File: src/rtl/layer0_input_packer_if.sv
// Sample-in / packed-vector-out bundle between the readout stream and the layer-0 neuron LUTs.
// master = the packer itself, slave = whatever feeds samples and drains vectors.
interface layer0_input_packer_if #(
  parameter int SAMPLE_W = 16,
  parameter int Q_BITS   = 2,
  parameter int N_FEAT   = 32,
  parameter int CNT_W    = 32
);
  logic                       s_valid;
  logic                       s_ready;
  logic [SAMPLE_W-1:0]        s_data;
  logic                       s_last;
  logic                       m_valid;
  logic                       m_ready;
  logic [N_FEAT*Q_BITS-1:0]   m_data;
  logic                       m_short;
  logic [CNT_W-1:0]           frame_cnt;

  modport master (
    input  s_valid, s_data, s_last, m_ready,
    output s_ready, m_valid, m_data, m_short, frame_cnt
  );

  modport slave (
    output s_valid, s_data, s_last, m_ready,
    input  s_ready, m_valid, m_data, m_short, frame_cnt
  );
endinterface

File: src/rtl/layer0_input_packer.sv
// Quantizes signed samples to Q_BITS codes and packs N_FEAT per vector; closing sample to m_valid is 1 cycle.
// A second completed frame parks in the accumulator under backpressure and s_ready drops until it moves out.
module layer0_input_packer #(
  parameter int SAMPLE_W = 16,
  parameter int Q_BITS   = 2,
  parameter int N_FEAT   = 32,
  parameter int SHIFT    = 8,
  parameter int CNT_W    = 32
) (
  input  logic                  clk,
  input  logic                  rst_n,
  layer0_input_packer_if.master bus
);
  localparam int VEC_W = N_FEAT * Q_BITS;
  localparam int IDX_W = $clog2(N_FEAT);
  localparam logic signed [SAMPLE_W:0] BIAS     = (SAMPLE_W+1)'(1 << (Q_BITS-1));
  localparam logic signed [SAMPLE_W:0] CODE_MAX = (SAMPLE_W+1)'((1 << Q_BITS) - 1);
  localparam logic [IDX_W-1:0]         LAST_IDX = IDX_W'(N_FEAT - 1);

  typedef enum logic {FILL, HOLD} state_e;

  state_e                     state_q;
  logic                       s_ready_q;
  logic                       m_valid_q;
  logic                       m_short_q;
  logic                       held_short_q;
  logic [IDX_W-1:0]           idx_q;
  logic [VEC_W-1:0]           acc_q;
  logic [VEC_W-1:0]           m_data_q;
  logic [CNT_W-1:0]           cnt_q;

  logic signed [SAMPLE_W-1:0] shifted;
  logic signed [SAMPLE_W:0]   biased;
  logic [Q_BITS-1:0]          code;
  logic [VEC_W-1:0]           acc_d;
  logic                       short_d;
  logic                       accept;
  logic                       close;
  logic                       drain;
  logic                       out_free;

  // One extra bit of headroom so the bias can never wrap a large positive sample negative.
  always_comb begin
    shifted = $signed(bus.s_data) >>> SHIFT;
    biased  = {shifted[SAMPLE_W-1], shifted} + BIAS;
    if (biased < 0) begin
      code = '0;
    end else if (biased > CODE_MAX) begin
      code = '1;
    end else begin
      code = biased[Q_BITS-1:0];
    end
  end

  always_comb begin
    acc_d = acc_q;
    acc_d[int'(idx_q)*Q_BITS +: Q_BITS] = code;
  end

  assign accept   = bus.s_valid & s_ready_q;
  assign close    = accept & (bus.s_last | (idx_q == LAST_IDX));
  assign short_d  = (idx_q != LAST_IDX);
  assign drain    = m_valid_q & bus.m_ready;
  assign out_free = ~m_valid_q | bus.m_ready;

  always_ff @(posedge clk) begin
    if (!rst_n) begin
      state_q      <= FILL;
      s_ready_q    <= 1'b0;
      m_valid_q    <= 1'b0;
      m_short_q    <= 1'b0;
      held_short_q <= 1'b0;
      idx_q        <= '0;
      acc_q        <= '0;
      m_data_q     <= '0;
      cnt_q        <= '0;
    end else begin
      if (drain) begin
        cnt_q     <= cnt_q + CNT_W'(1);
        m_valid_q <= 1'b0;
      end
      case (state_q)
        FILL: begin
          s_ready_q <= 1'b1;
          if (close) begin
            if (out_free) begin
              m_data_q  <= acc_d;
              m_short_q <= short_d;
              m_valid_q <= 1'b1;
              acc_q     <= '0;
              idx_q     <= '0;
            end else begin
              acc_q        <= acc_d;
              held_short_q <= short_d;
              s_ready_q    <= 1'b0;
              state_q      <= HOLD;
            end
          end else if (accept) begin
            acc_q <= acc_d;
            idx_q <= idx_q + IDX_W'(1);
          end
        end
        HOLD: begin
          if (drain) begin
            m_data_q  <= acc_q;
            m_short_q <= held_short_q;
            m_valid_q <= 1'b1;
            acc_q     <= '0;
            idx_q     <= '0;
            s_ready_q <= 1'b1;
            state_q   <= FILL;
          end
        end
        default: state_q <= FILL;
      endcase
    end
  end

  assign bus.s_ready   = s_ready_q;
  assign bus.m_valid   = m_valid_q;
  assign bus.m_data    = m_data_q;
  assign bus.m_short   = m_short_q;
  assign bus.frame_cnt = cnt_q;
endmodule

File: src/flat_wrapper.sv
// flat-port wrapper written by rule: the top's interface ports become plain ports
module layer0_input_packer_flat 
#(
  parameter int SAMPLE_W = 16,
  parameter int Q_BITS   = 2,
  parameter int N_FEAT   = 32,
  parameter int SHIFT    = 8,
  parameter int CNT_W    = 32
)
  (clk, rst_n, bus_s_valid, bus_s_data, bus_s_last, bus_m_ready, bus_s_ready, bus_m_valid, bus_m_data, bus_m_short, bus_frame_cnt);
  layer0_input_packer_if #(.SAMPLE_W(SAMPLE_W), .Q_BITS(Q_BITS), .N_FEAT(N_FEAT), .CNT_W(CNT_W)) bus_i ();
  input  logic clk;
  input  logic rst_n;
  input wire logic [$bits(bus_i.s_valid)-1:0] bus_s_valid;
  input wire logic [$bits(bus_i.s_data)-1:0] bus_s_data;
  input wire logic [$bits(bus_i.s_last)-1:0] bus_s_last;
  input wire logic [$bits(bus_i.m_ready)-1:0] bus_m_ready;
  output wire logic [$bits(bus_i.s_ready)-1:0] bus_s_ready;
  output wire logic [$bits(bus_i.m_valid)-1:0] bus_m_valid;
  output wire logic [$bits(bus_i.m_data)-1:0] bus_m_data;
  output wire logic [$bits(bus_i.m_short)-1:0] bus_m_short;
  output wire logic [$bits(bus_i.frame_cnt)-1:0] bus_frame_cnt;
  assign bus_i.s_valid = bus_s_valid;
  assign bus_i.s_data = bus_s_data;
  assign bus_i.s_last = bus_s_last;
  assign bus_i.m_ready = bus_m_ready;
  assign bus_s_ready = bus_i.s_ready;
  assign bus_m_valid = bus_i.m_valid;
  assign bus_m_data = bus_i.m_data;
  assign bus_m_short = bus_i.m_short;
  assign bus_frame_cnt = bus_i.frame_cnt;
  layer0_input_packer #(.SAMPLE_W(SAMPLE_W), .Q_BITS(Q_BITS), .N_FEAT(N_FEAT), .SHIFT(SHIFT), .CNT_W(CNT_W)) u_core (.clk(clk), .rst_n(rst_n), .bus(bus_i));
endmodule
File: config.mk
export PLATFORM = sky130hd
export DESIGN_NAME = layer0_input_packer_flat
export DESIGN_NICKNAME = d
export VERILOG_FILES = /design/src/rtl/layer0_input_packer_if.sv /design/src/rtl/layer0_input_packer.sv /design/src/flat_wrapper.sv
export SDC_FILE = /design/constraint.sdc
export NUM_CORES = 1
export LEC_CHECK = 0
export CAP_MARGIN = 20
export CORE_MARGIN = 10
export CORE_UTILIZATION = 60
export CTS_CLUSTER_SIZE = 25
export DETAILED_ROUTE_END_ITERATION = 7
export DONT_BUFFER_PORTS = 1
export PLACE_DENSITY = 0.76
export SYNTH_ARGS = -nofsm -noshare
export SYNTH_HDL_FRONTEND = slang
export SYNTH_SLANG_ARGS = --single-unit
File: constraint.sdc
create_clock -name clk -period 3.61 [get_ports clk]
set_clock_uncertainty 0.1 [all_clocks]
set_input_delay 1.083 -clock clk [delete_from_list [all_inputs] [get_ports clk]]
set_output_delay 1.083 -clock clk [all_outputs]
set_load 0.02 [all_outputs]
**Wiring by layer**

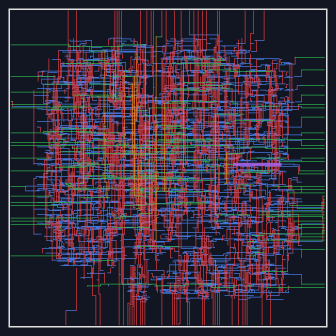
met5: in purple, wire length 19.3 um. met4: in orange, wire length 711 um. met3: in green, wire length 2450 um. met1: in blue, wire length 9440 um. met2: in red, wire length 10900 um.
routed wire length per instance: 20.46 um
GRT Resource Usage Total: 24.73%

**Selected gate families**

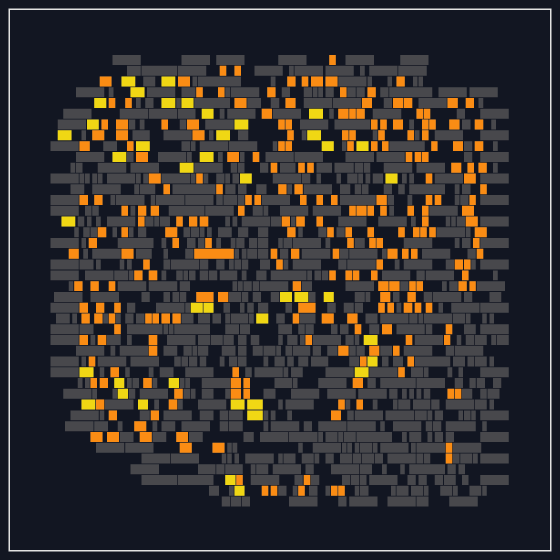
inverting AOI/OAI gates: in orange, cells 242. AND-OR and OR-AND gates: in yellow, cells 42.
logic share of the area: 48.85%
most numerous logic cell after layout: dfxtp_1

==> impl_metrics.csv <==
group,metric,value,unit
synthesis,ys_chip_area,8127,sq um
power,ir_worst_vdd,0.3164,mV
worst_setup_path,start_kind,"flop",
clock_tree,clk_path_buf_depth,2,
die,die_area,18600,sq um
die,die-height,136.4,um
sta,hold_slack,0.3617,ns
job,cap_violations,0,
clock_tree,clock_sink_count,170,
clock_tree,clkTransAtPathRegs,0.07,ns
finish,stdcell_count,1148,
worst_setup_path,cp_num_buf_inv,1,
drt,wl,23490,um
placement,dpl_cell_area,8338,sq um
synthesis,synth_top_cell_by_count,"dfxtp_1",
min_path,hold_end,"u_core.acc_q[14]",
synthesis,area_leaders,"dfxtp_1, nand2_1, o21ai_0",
sta,finalHoldViolCount,0,
worst_setup_path,cp_slowest_cell,"and3_1",
die,initial_core_util,61.37,%
synthesis,edf_count,0,
clock_tree,cts_tree,"done",
drt,drc,0,
clock_tree,cts_resized,0,
sta,worst_pin_slew,0.8602,ns
clock_tree,cts_setup_buffers,0,
synthesis,syn_nets,1006,
placement,dp_worst_setup_slack,0.3590,ns
clock_tree,clkLatencyLatePin,0.44,ns
global_routing,antenna_found_initial,2,
job,openroad.warnings,36,
synthesis,ff_type,"dfxtp_1",
die,die_w,136.4,um
power,power_density,452.9,nW/um^2
sta,fin_ws,0.6720,ns
min_path,whs_path_depth,2,
worst_setup_path,critPathTopFamily,"simple AND/OR/NAND/NOR gates",
worst_setup_path,crit_path_start,"u_core.idx_q[1]",
drt,via_per_inst,6.571,
synthesis,synthArstFlopShare,0,%
synthesis,syn_area_per_cell,8.309,sq um
min_path,hold_path_startpoint,"u_core.acc_q[14]",
global_routing,grt_max_degree,79,
worst_setup_path,arrival,3.17,ns
worst_setup_path,reg2reg_to,"u_core.bus.m_data[8]",
drt,via_count,7543,
finish,drive_gt1_share,9.979,%
die,core,13240,sq um
synthesis,yosys.area.top_type_share,41.88,%
worst_setup_path,cpPeakStageDelay,0.62,ns
finish,syn2layout_area_growth,9.869,%
die,num_io_pins,120,
synthesis,synth_cell_type_count,70,
sta,fin_setup_tns,0,ns
drt,ant_nets,0,
finish,design_area,8929,sq um
clock_tree,cts_buffers,17,
synthesis,yosysWarnings,0,
placement,place_congestion,0.9049,
sta,finalSetupViolCount,0,
sta,slew_viol_final,0,
synthesis,yosysCellCount,978,
drt,first_iter_violations,725,
sta,period_used_share,81.38,%
finish,antenna_cells,0,
sta,max_freq,340.4,MHz
placement,dp_cells,1118,
drt,firstDrtPassIters,5,
global_routing,overflow,0,
global_routing,grt_pass1_vias,7041,
placement,hpwl,15640,um
global_routing,grt_pass1_wl,36900,um
placement,portBuffers,0,
worst_setup_path,r2r-start,"u_core.idx_q[1]",
synthesis,synth_area,8127,sq um
clock_tree,h-tree-depth,4,
sta,rsz0062_at_grt,"false",
clock_tree,cts_hold_buffers,0,
synthesis,top_area_cell,"dfxtp_1",
sta,finalCriticalPeriod,2.938,ns
worst_setup_path,end_kind,"flop",
synthesis,synth_seq_share,41.88,%
worst_setup_path,crit_fanout,12,
worst_setup_path,crit_required,3.84,ns
synthesis,yosys-top-cells-count,"dfxtp_1, nand2_1, nor2_1",
synthesis,ys.flops,170,
worst_setup_path,rrSetupSlack,0.67,ns
worst_setup_path,reg2regPathDepth,9,
synthesis,synthCells,978,
worst_setup_path,critPathKind,"reg -> reg",
clock_tree,root_buffer,"clkbuf_16",
die,row_count,42,
power,leakage,2.974,nW
finish,n_fill_cell,1183,
worst_setup_path,path_cells,"inv_1 > ha_1 > nand2b_1 > nor2_1 > ha_1 > and3_1 > nand2_1 > and3_1 > o31a_1",
sta,timing.slew.headroom,42.46,%
min_path,hold_path_class,"reg -> reg",
outcome,status,"finished, final reports clean",
finish,fin_nets,989,
**Clock wires, drivers and flops**

Scale bar: 50 um.
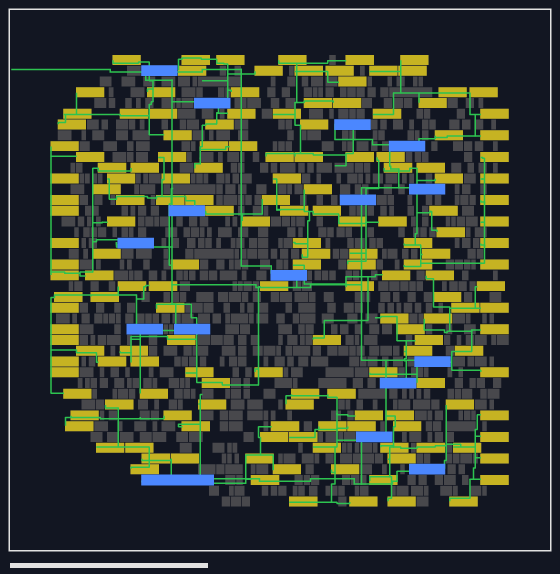
cells driving clock nets: in blue, count 17. clock wires: in green, length 2010 um. flip-flops: in yellow, count 170.
There are 18 routed clock nets. Position of the flops: all over the die.

kinds of logic (layout without fill, tap and decap cells):
logic type / count (synthesis) / count (layout) / share of synthesized area (%)
simple gates: 380 / 380 / 23.63
fa+ha+maj: 7 / 7 / 1.078
xor+xnor: 30 / 30 / 3.233
flops: 170 / 170 / 41.88
compound gates: 284 / 284 / 22.99
buf+inv: 85 / 79 / 4.449
mux: 22 / 22 / 2.741
cells in the final DEF (no fill, tap or decap), types with 19 or more instances in the layout:
cell type  instances
dfxtp_1          170
nand2_1          120
nor2_1            68
a21oi_1           66
o21ai_0           66
or3_1             44
nand3_1           37
o22ai_1           36
buf_4             32
nand4_1           27
nor3_1            25
mux2i_1           20
o211ai_1          19
state kept, by name, summed over array words and instances, names as in the netlist:
signal	cells
u_core.acc_q	64
u_core.bus.m_data	64
u_core.bus.frame_cnt	32
u_core.idx_q	5
u_core.bus.m_short	1
u_core.bus.m_valid	1
u_core.bus.s_ready	1
u_core.held_short_q	1
u_core.state_q	1
stage by stage:
step / util (%) / total power [W]
final: 67.42 / 0.004044
after detailed placement: 62.96 / 0.002214
after global placement: 62.96 / 0.002211
after global routing: 67.42 / 0.004152
after floorplan: - / 0.002140
after CTS: 67.42 / 0.004053
per-layer routing:
metal	vias up	routed length, um	global-route usage, %
met4	2	710	10.59
met3	60	2449	8.192
li1	3586	-	-
met1	3543	9440	30.01
met2	352	10870	39.25
met5	-	19	0
worst min-delay path, stage by stage, from the launching register on:
cell and delay [ns]:
dfxtp_1 0.31, nand2_1 0.05, o22ai_1 0.06
power breakdown:
group | internal, W | total (W) | switching, W
registers | 0.00188 | 0.00190 | 0.0000182
logic | 0.0000821 | 0.000279 | 0.000197
clock network | 0.00110 | 0.00186 | 0.000763
layout make-up:
type                       instances  area (sq um)  area share [%]
sequential                       170          3403           38.12
inverter                          14         52.55          0.5886
tap                              176         220.2           2.466
multi-input combinational        723          4362           48.85
timing repair buffer              35         300.3           3.363
clock buffer                      19         442.9           4.961
clock inverter                    11         147.6           1.654
worst max-delay path by stage:
stage	endpoint	slack, ns	cells past startpoint
floorplan	u_core.acc_q[28]	0.57	14
global placement	u_core.acc_q[63]	0.41	8
detailed placement	u_core.acc_q[15]	0.36	8
CTS	u_core.bus.m_data[42]	0.75	8
global route	u_core.bus.m_data[9]	0.55	9
finish	u_core.bus.m_data[8]	0.67	9
No activity file was given, so power comes from the tool's default toggle rates.
